<file path="config.mk">
export PLATFORM = sky130hd
export DESIGN_NAME = fnn_neuron_accumulator
export DESIGN_NICKNAME = d
export VERILOG_FILES = /design/src/rtl/fnn_pkg.sv /design/src/rtl/fnn_sat_add.sv /design/src/rtl/fnn_neuron_accumulator.sv
export SDC_FILE = /design/constraint.sdc
export NUM_CORES = 1
export LEC_CHECK = 0
export CORE_UTILIZATION = 52
export CTS_CLUSTER_DIAMETER = 200
export DETAILED_ROUTE_END_ITERATION = 7
export PLACE_DENSITY_LB_ADDON = 0.12
export SYNTH_ARGS = -nofsm -noshare
export SYNTH_HDL_FRONTEND = slang
export SYNTH_SLANG_ARGS = --single-unit
</file>
<file path="constraint.sdc">
create_clock -name clk -period 2.9 [get_ports clk]
set_input_delay 0.58 -clock clk [delete_from_list [all_inputs] [get_ports clk]]
set_output_delay 0.58 -clock clk [all_outputs]
set_load 0.1 [all_outputs]
</file>
<file path="src/rtl/fnn_pkg.sv">
//------------------------------------------------------------------------------
// Module   : fnn_pkg
// Brief    : Shared constants, FSM state type and sign-extension helper for
//            the FNN neuron accumulator.
// Revision : 1.0
//------------------------------------------------------------------------------
`default_nettype none

package fnn_pkg;

    localparam int c_SUM_W_DEFAULT = 3;
    localparam int c_ACC_W_DEFAULT = 8;

    typedef enum logic [1:0] {
        IDLE  = 2'd0,
        ACCUM = 2'd1,
        DONE  = 2'd2
    } fnn_state_t;

    // Treats the low 'width' bits of val as signed and extends them to 32 bits.
    function automatic logic signed [31:0] sext_to32(input logic [31:0] val, input int width);
        logic [31:0] shifted;
        shifted = val << (32 - width);
        return $signed(shifted) >>> (32 - width);
    endfunction

endpackage

`default_nettype wire

</file>
<file path="src/rtl/fnn_sat_add.sv">
//------------------------------------------------------------------------------
// Module   : fnn_sat_add
// Brief    : ACC_W-bit signed adder; saturating when FNN_ACC_SATURATE_EN is
//            defined, two's-complement wrap-around otherwise.
// Revision : 1.0
//------------------------------------------------------------------------------
`default_nettype none

module fnn_sat_add #(
    parameter int ACC_W = 8
) (
    input  logic signed [ACC_W-1:0] i_a,
    input  logic signed [ACC_W-1:0] i_b,
    output logic signed [ACC_W-1:0] o_sum
);

    logic signed [ACC_W-1:0] w_raw;

    assign w_raw = i_a + i_b;

`ifdef FNN_ACC_SATURATE_EN
    logic w_ovf;

    // Overflow only when both operands share a sign the result lacks.
    assign w_ovf = (i_a[ACC_W-1] == i_b[ACC_W-1]) && (w_raw[ACC_W-1] != i_a[ACC_W-1]);

    always_comb begin
        o_sum = w_raw;
        if (w_ovf) begin
            o_sum = i_a[ACC_W-1] ? {1'b1, {(ACC_W-1){1'b0}}} : {1'b0, {(ACC_W-1){1'b1}}};
        end
    end
`else
    assign o_sum = w_raw;
`endif

endmodule

`default_nettype wire

</file>
<file path="src/rtl/fnn_neuron_accumulator.sv">
//------------------------------------------------------------------------------
// Module   : fnn_neuron_accumulator
// Brief    : Accumulates N_STEPS signed partial sums into a neuron
//            pre-activation and thresholds it; FNN_ACC_SATURATE_EN selects
//            saturating accumulation.
// Revision : 1.0
//------------------------------------------------------------------------------
`default_nettype none

module fnn_neuron_accumulator
    import fnn_pkg::*;
#(
    parameter int SUM_W   = c_SUM_W_DEFAULT,
    parameter int ACC_W   = c_ACC_W_DEFAULT,
    parameter int N_STEPS = 4
) (
    input  logic             clk,
    input  logic             rst,
    input  logic             in_valid,
    output logic             in_ready,
    input  logic [SUM_W-1:0] in_sum,
    input  logic [ACC_W-1:0] in_thr,
    output logic             out_valid,
    input  logic             out_ready,
    output logic             out_act,
    output logic [ACC_W-1:0] out_acc
);

    localparam int                  c_STEP_W    = $clog2(N_STEPS + 1);
    localparam logic [c_STEP_W-1:0] c_LAST_STEP = c_STEP_W'(N_STEPS - 1);

    fnn_state_t              r_state;
    fnn_state_t              w_state_next;
    logic signed [ACC_W-1:0] r_acc;
    logic signed [ACC_W-1:0] r_thr;
    logic [c_STEP_W-1:0]     r_step;
    logic signed [ACC_W-1:0] w_sum_ext;
    logic signed [ACC_W-1:0] w_add_a;
    logic signed [ACC_W-1:0] w_acc_next;
    logic                    w_in_beat;
    logic                    w_out_beat;

    assign in_ready   = (r_state != DONE);
    assign out_valid  = (r_state == DONE);
    assign w_in_beat  = in_valid && in_ready;
    assign w_out_beat = out_valid && out_ready;

    assign w_sum_ext = ACC_W'(sext_to32(32'(in_sum), SUM_W));
    // The first beat of a neuron starts from zero, so the adder path is shared.
    assign w_add_a   = (r_state == IDLE) ? '0 : r_acc;

    fnn_sat_add #(
        .ACC_W (ACC_W)
    ) u_sat_add (
        .i_a   (w_add_a),
        .i_b   (w_sum_ext),
        .o_sum (w_acc_next)
    );

    always_comb begin
        w_state_next = r_state;
        case (r_state)
            IDLE:    if (w_in_beat) w_state_next = (N_STEPS == 1) ? DONE : ACCUM;
            ACCUM:   if (w_in_beat && (r_step == c_LAST_STEP)) w_state_next = DONE;
            DONE:    if (w_out_beat) w_state_next = IDLE;
            default: w_state_next = IDLE;
        endcase
    end

    always_ff @(posedge clk) begin
        if (rst) begin
            r_state <= IDLE;
            r_acc   <= '0;
            r_thr   <= '0;
            r_step  <= '0;
        end else begin
            r_state <= w_state_next;
            if (w_in_beat) begin
                r_acc  <= w_acc_next;
                r_step <= (r_state == IDLE) ? c_STEP_W'(1) : r_step + 1'b1;
                if (r_state == IDLE) begin
                    r_thr <= in_thr;
                end
            end else if (w_out_beat) begin
                r_acc  <= '0;
                r_step <= '0;
            end
        end
    end

    assign out_acc = out_valid ? r_acc : '0;
    assign out_act = out_valid && (r_acc >= r_thr);

endmodule

`default_nettype wire

</file>
==> results.py <==
# Flow results
metrics = {
    "routing": {
        "drc_errors": 0,
        "wl_met2_um": 1560,
        "drt-met1-wl_um": 1410,
    },
    "critical_path": {
        "startpoint": "r_acc[7]",
        "crit_arrival_ns": 2.19,
        "crit_chain": "ha_1 -> and4_1 -> a211o_1 -> o311a_2 -> buf_12",
        "cpPeakStageDelay_ns": 0.41,
        "end_kind": "primary output",
        "crit_end": "out_act",
        "slowest_stage": "o311a_2",
        "required_ns": 2.32,
        "cp_max_fo": 5,
        "path_buffers": 1,
    },
    "pwr": {
        "power_leader": "registers",
        "p_clk_mw": 0.150,
        "seq_power_share": 0.511,
        "power_frac_clock": 0.239,
        "leakagePower_nw": 0.763,
        "total_power_mw": 0.628,
        "intPower_mw": 0.436,
    },
    "status": {
        "status": "finished clean",
    },
    "global_routing": {
        "grt-busiest-layer": "met2",
        "overflow": 0,
        "grt_antenna_before_repair": 0,
        "grt_pass1_vias": 1174,
    },
    "placed_design": {
        "dp_hpwl_um": 2500,
        "placed_area_um2": 1720,
        "gp_congestion": 0.798,
        "placed_cells": 230,
        "pre_cts_ws_ns": 0.0286,
    },
    "final_timing": {
        "holdWs_ns": 0.468,
        "fmax_ghz": 0.361,
        "tightest_slew_ns": 0.393,
        "rsz0062_at_grt": "false",
        "finalHoldViolCount": 0,
        "setup_viol": 0,
        "timing.final.ws_setup_ns": 0.132,
        "maxSlewViolCount": 0,
        "slew_headroom": 0.737,
        "timing.setup.tns_ns": 0,
    },
    "final_layout": {
        "drive_gt1_frac": 0.142,
        "lay_top_cells": "nand2_1 (24), a21oi_1 (22), dfxtp_1 (21)",
        "area_delta_synth_final_pct": 21.0,
        "fill_cells": 226,
        "fin_nets": 238,
    },
    "cts": {
        "cts_root_buf": "clkbuf_4",
        "path_clk_slew_ns": 0.12,
        "cts_resized": 0,
    },
    "die": {
        "die_x_um": 54.7,
        "fp_util": 0.568,
        "die_area_um2": 2990,
    },
    "synth": {
        "ys_sh_aoi": 0.203,
        "ys.flops": 21,
        "synth_cell_types": 37,
        "mux_area_frac": 0.0286,
        "yosys_warnings": 0,
        "edf_count": 0,
        "ys_cells": 180,
        "ys_top_logic_family": "simple AND/OR/NAND/NOR gates",
        "synth_cells": 180,
        "async_flop_share": 0,
        "ys_sh_xor": 0.0242,
    },
    "worst_hold_path": {
        "hold_class": "reg2reg",
    },
}
==> cell usage after synthesis, types with 3 or more instances <==
library cell	instances
nand2_1	24
a21oi_1	22
dfxtp_1	21
ha_1	17
inv_1	14
nor2_1	14
and2_1	9
nor2b_1	7
a22oi_1	5
clkbuf_1	5
buf_2	3
mux2i_1	3
nor3_1	3
o21ai_0	3
xnor2_1	3
==> state kept, by name, indices dropped and copies added, names as in the netlist <==
name / count
r_state: 2
r_acc: 8
r_step: 3
r_thr: 8
==> final cells by class <==
type                    instances  area, um^2  share of cell area
repair buffers                 28         258               0.147
multi-input cells             137         953               0.545
flip-flops and latches         21         420               0.241
well taps                      30        37.5              0.0215
clock buffers                   4        26.3              0.0150
inverters                      14        52.6              0.0301
### Metal 1

Bar = 20 um.
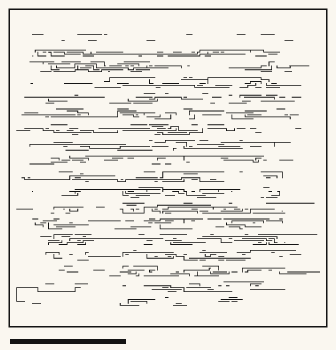
- share of all routed wire: 45%
- wire length on this layer: 1,410 um
- longest straight run: 30.8 um
vias post-DR: 1,347
GR Util met1: 0.284
final wirelength: 3110 um

### Met2 routing

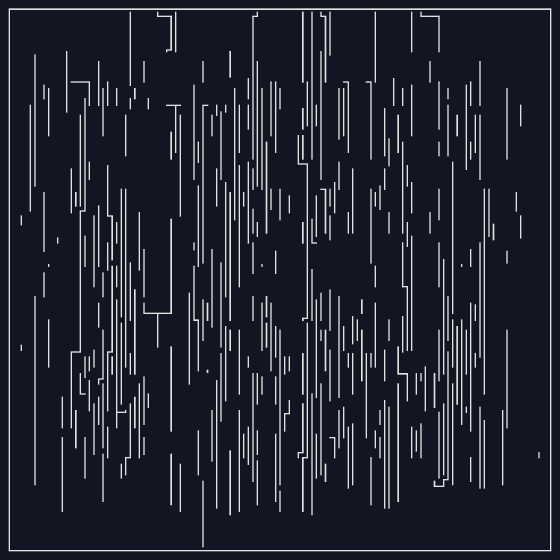
- nets with wire on the layer: 209
- main direction: vertical

No activity file was given, so power comes from the tool's default toggle rates.
